### I/O pins on the die edge

(3 px per micron) Pins as bars across the die edge, other pins in gray.
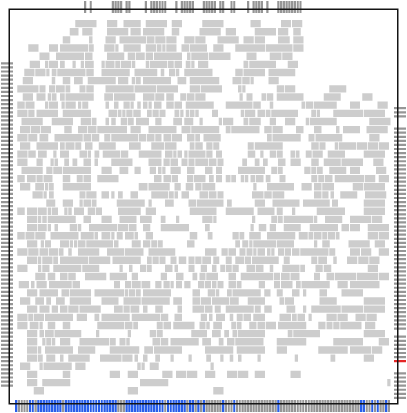
### Gate families picked out

(3 px per micron)
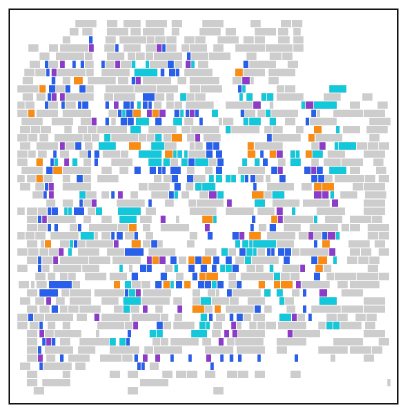
### The clock network

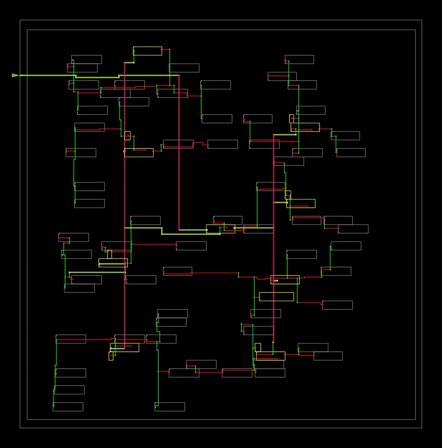
### Met4 routing

(3 px per micron)
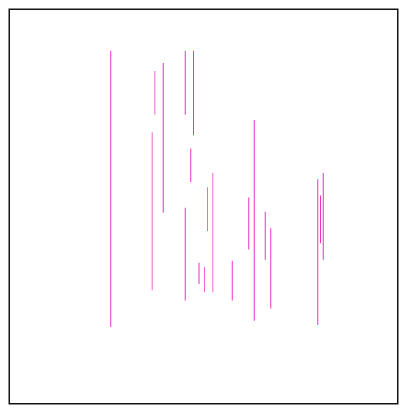
### Metal layers overlaid

(2 px per micron) Two of the layers only.
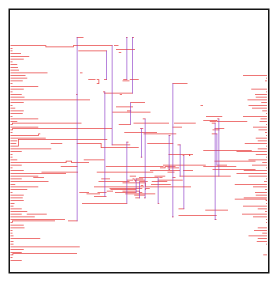
File: config.mk
export PLATFORM = sky130hd
export DESIGN_NAME = fetch_unit
export DESIGN_NICKNAME = d
export VERILOG_FILES = /design/src/rtl/fetch_unit.sv
export SDC_FILE = /design/constraint.sdc
export NUM_CORES = 1
export LEC_CHECK = 0
export CORE_AREA = 2 2 127 129
export CTS_BUF_LIST = sky130_fd_sc_hd__clkbuf_16
export CTS_CLUSTER_SIZE = 16
export DETAILED_ROUTE_END_ITERATION = 12
export DIE_AREA = 0 0 129 131
export PLACE_DENSITY_LB_ADDON = 0.2
export SYNTH_ARGS = -nofsm -noshare
export SYNTH_HDL_FRONTEND = slang
export SYNTH_SLANG_ARGS = --single-unit
File: constraint.sdc
create_clock -name clk -period 2.7 [get_ports clk]
set_input_delay 0.27 -clock clk [delete_from_list [all_inputs] [get_ports clk]]
set_output_delay 0.27 -clock clk [all_outputs]
set_load 0.05 [all_outputs]
File: src/rtl/fetch_unit.sv
// -----------------------------------------------------------------------------
// fetch_unit
//   Instruction-fetch stage of the 64-bit pipeline. It holds the program
//   counter and drives the instruction-memory address. It predicts taken
//   branches with a table of 2-bit counters (BHT) and a direct-mapped branch
//   target buffer (BTB). When EX reports a misprediction it redirects fetch.
//
//   Build option: define FETCH_PREDICTOR_EN to build the BHT/BTB. When the
//   macro is undefined, no tables exist and fetch is purely sequential
//   (subject to redirect and stall).
//
// Ports
//   clk, rst_n        clock (rising edge), asynchronous active-low reset
//   pc_write          1 = advance PC, 0 = hold (stall)
//   ex_branch_valid   a conditional branch resolved in EX this cycle
//   ex_pc             PC of that branch (training index/tag)
//   ex_taken          actual direction
//   ex_target         actual taken target
//   ex_mispredict     EX detected a wrong prediction
//   ex_correct_pc     PC to fetch next on a mispredict
//   pc                current fetch PC / instruction-memory address
//   prediction        instruction at pc is predicted taken
//   pred_target       predicted next PC (pc+4 when not predicted taken)
//   flush             squash younger instructions in IF/ID (= ex_mispredict)
// -----------------------------------------------------------------------------
module fetch_unit #(
  parameter logic [63:0] RESET_PC    = 64'h0,
  parameter int          BHT_ENTRIES = 64,
  parameter int          BTB_ENTRIES = 16
) (
  input  logic        clk,
  input  logic        rst_n,
  input  logic        pc_write,
  input  logic        ex_branch_valid,
  input  logic [63:0] ex_pc,
  input  logic        ex_taken,
  input  logic [63:0] ex_target,
  input  logic        ex_mispredict,
  input  logic [63:0] ex_correct_pc,
  output logic [63:0] pc,
  output logic        prediction,
  output logic [63:0] pred_target,
  output logic        flush
);

  localparam int BHT_W = $clog2(BHT_ENTRIES);
  localparam int BTB_W = $clog2(BTB_ENTRIES);
  localparam int TAG_W = 64 - BTB_W - 2;

  logic [63:0] pc_q, pc_d;
  logic [63:0] pc_plus4_s;
  logic        unused_s;

  // Natural 64-bit wrap: ...FFFC + 4 = 0.
  assign pc_plus4_s = pc_q + 64'd4;

`ifdef FETCH_PREDICTOR_EN
  logic [BHT_ENTRIES-1:0][1:0] bht_q, bht_d;
  logic [BTB_ENTRIES-1:0]      btb_valid_q, btb_valid_d;
  // Tags and targets carry no reset; the valid bits qualify them.
  logic [TAG_W-1:0]            btb_tag_q    [BTB_ENTRIES];
  logic [63:0]                 btb_target_q [BTB_ENTRIES];

  logic [BHT_W-1:0] bidx_s, ex_bidx_s;
  logic [BTB_W-1:0] tidx_s, ex_tidx_s;
  logic [TAG_W-1:0] tag_s, ex_tag_s;
  logic             btb_hit_s;
  logic             btb_we_s;

  assign bidx_s    = pc_q[BHT_W+1:2];
  assign tidx_s    = pc_q[BTB_W+1:2];
  assign tag_s     = pc_q[63:BTB_W+2];
  assign ex_bidx_s = ex_pc[BHT_W+1:2];
  assign ex_tidx_s = ex_pc[BTB_W+1:2];
  assign ex_tag_s  = ex_pc[63:BTB_W+2];

  // Lookup reads pre-edge table contents, so a same-index training write
  // only becomes visible in the following cycle.
  assign btb_hit_s   = btb_valid_q[tidx_s] && (btb_tag_q[tidx_s] == tag_s);
  assign prediction  = btb_hit_s && bht_q[bidx_s][1];
  assign pred_target = prediction ? btb_target_q[tidx_s] : pc_plus4_s;
  assign btb_we_s    = ex_branch_valid && ex_taken;
  assign unused_s    = ^ex_pc[1:0];

  // Training: saturating counter update and BTB valid set on taken branches.
  always_comb begin
    bht_d       = bht_q;
    btb_valid_d = btb_valid_q;
    if (ex_branch_valid) begin
      if (ex_taken) begin
        if (bht_q[ex_bidx_s] != 2'b11) begin
          bht_d[ex_bidx_s] = bht_q[ex_bidx_s] + 2'b01;
        end else begin
          bht_d[ex_bidx_s] = 2'b11;
        end
        btb_valid_d[ex_tidx_s] = 1'b1;
      end else begin
        if (bht_q[ex_bidx_s] != 2'b00) begin
          bht_d[ex_bidx_s] = bht_q[ex_bidx_s] - 2'b01;
        end else begin
          bht_d[ex_bidx_s] = 2'b00;
        end
      end
    end else begin
      bht_d = bht_q;
    end
  end

  // Counter and valid-bit registers; reset to weakly-not-taken / invalid.
  always_ff @(posedge clk or negedge rst_n) begin
    if (!rst_n) begin
      bht_q       <= {BHT_ENTRIES{2'b01}};
      btb_valid_q <= {BTB_ENTRIES{1'b0}};
    end else begin
      bht_q       <= bht_d;
      btb_valid_q <= btb_valid_d;
    end
  end

  // BTB tag/target storage; a conflicting entry is simply overwritten.
  always_ff @(posedge clk) begin
    if (btb_we_s) begin
      btb_tag_q[ex_tidx_s]    <= ex_tag_s;
      btb_target_q[ex_tidx_s] <= ex_target;
    end
  end
`else
  assign prediction  = 1'b0;
  assign pred_target = pc_plus4_s;
  assign unused_s    = ^{ex_branch_valid, ex_pc, ex_taken, ex_target};
`endif

  // Next-PC select: redirect beats stall, stall beats prediction, else +4.
  always_comb begin
    pc_d = pc_q;
    if (ex_mispredict) begin
      pc_d = ex_correct_pc;
    end else if (!pc_write) begin
      pc_d = pc_q;
    end else begin
      pc_d = pred_target;
    end
  end

  // PC register.
  always_ff @(posedge clk or negedge rst_n) begin
    if (!rst_n) begin
      pc_q <= RESET_PC;
    end else begin
      pc_q <= pc_d;
    end
  end

  assign pc    = pc_q;
  assign flush = ex_mispredict;

endmodule

==> job_summary.md <==
### Metrics collected by this job

| Metric | Value |
|---|---|
| Outcome | finished clean |
| WHS Path Cells | 3 |
| Synthesis area per yosys | 5000 sq um |
| Logic area | 3880 sq um |
| GRT busiest layer | met2 |
| # nets final | 1095 |
| Syn_nets | 833 |
| Post-synthesis xor/xnor area fraction | 0.186 |
| Vias in the first global route | 5940 |
| # setup viols final | 0 |
| Top pwr grp | combinational logic |
| Number of diodes | 0 |
| Initial antenna violation count | 0 |
| EDFF count, synth | 0 |
| Placed cells | 1044 |
| First-pass GRT wire length | 32900 microns |
| FF-to-FF path depth | 6 |
| RSZ-0062 raised after global routing | true |
| Worst Path Max Fanout | 3 |
| Final hold vios | 0 |
| CP arrival | 2.38 ns |
| IO Count | 328 |
| Comb gates | 504 |
| Core area | 15600 sq um |
| DRC | 0 |
| Pre-antenna DRT Iters | 5 |
| Die X | 129 microns |
| Max Fclk | 0.378 GHz |
| Final Max Tran Viols | 0 |
| Congestion Overflow GR | 0 |
| Tool Warnings | 158 |
| Placer Congestion | 0.887 |
| Clk slew on worst S/H paths | 0.05 ns |
| Final min period | 2.65 ns |
| Setup crit end | pred_target[61] |
| Ys cells | 634 |
| Hold crit path type | in2reg |
| Latency at later pin | 0.35 ns |
| DP Area | 8520 sq um |
| Sequential share of power | 0.273 |
| Iter 0 DRT Violations | 476 |
| Met1 usage in global routing | 0.336 |
| Vias per cell | 5.45 |
| Top Metal Used | met4 |
| Util after Layout | 0.607 |
| Net load switching power | 1800 uW |
| Post-DP HPWL | 15900 microns |
| Pin count of the biggest net entering global routing | 80 |
Notes on 'I/O pins on the die edge' above:
| color | port | pins | direction | edge |
|---|---|---|---|---|
| red | `rst_n` | 1 | input | east |
| blue | `ex_pc` | 64 | input | south |
all pins by edge: 136 south, 80 west, 67 east, 45 north
# port buffers: 196
Die Span Y: 131 microns

Notes on 'Gate families picked out' above:
| color | family | cells | most used |
|---|---|---|---|
| purple | aoi and oai cells | 68 | o21ai_0 |
| orange | and/or cells | 43 | or4_1 |
| cyan | nor cells | 111 | nor2_1 |
| blue | nand cells | 167 | nand2_1 |
multi-input gate share of the layout cell area: 0.410
dominant logic cell type in the layout: clkdlybuf4s50_1
Post-Layout Cell Count: 1117

Notes on 'The clock network' above:
layout clock buffer count: 9
seq_cells: 64

Notes on 'Met4 routing' above:
main direction: vertical
longest straight run: 91.8 microns
wire length on this layer: 598 microns
vias: 6087
Detailed Route WL: 21600 microns

Notes on 'Metal layers overlaid' above:
| color | layer | wire length |
|---|---|---|
| red | metal 3 | 2020 microns |
| purple | metal 4 | 598 microns |
total track usage: 0.254
wire per inst: 19.4 microns

Power figures rest on the tool's default switching activity, not on a simulated workload.
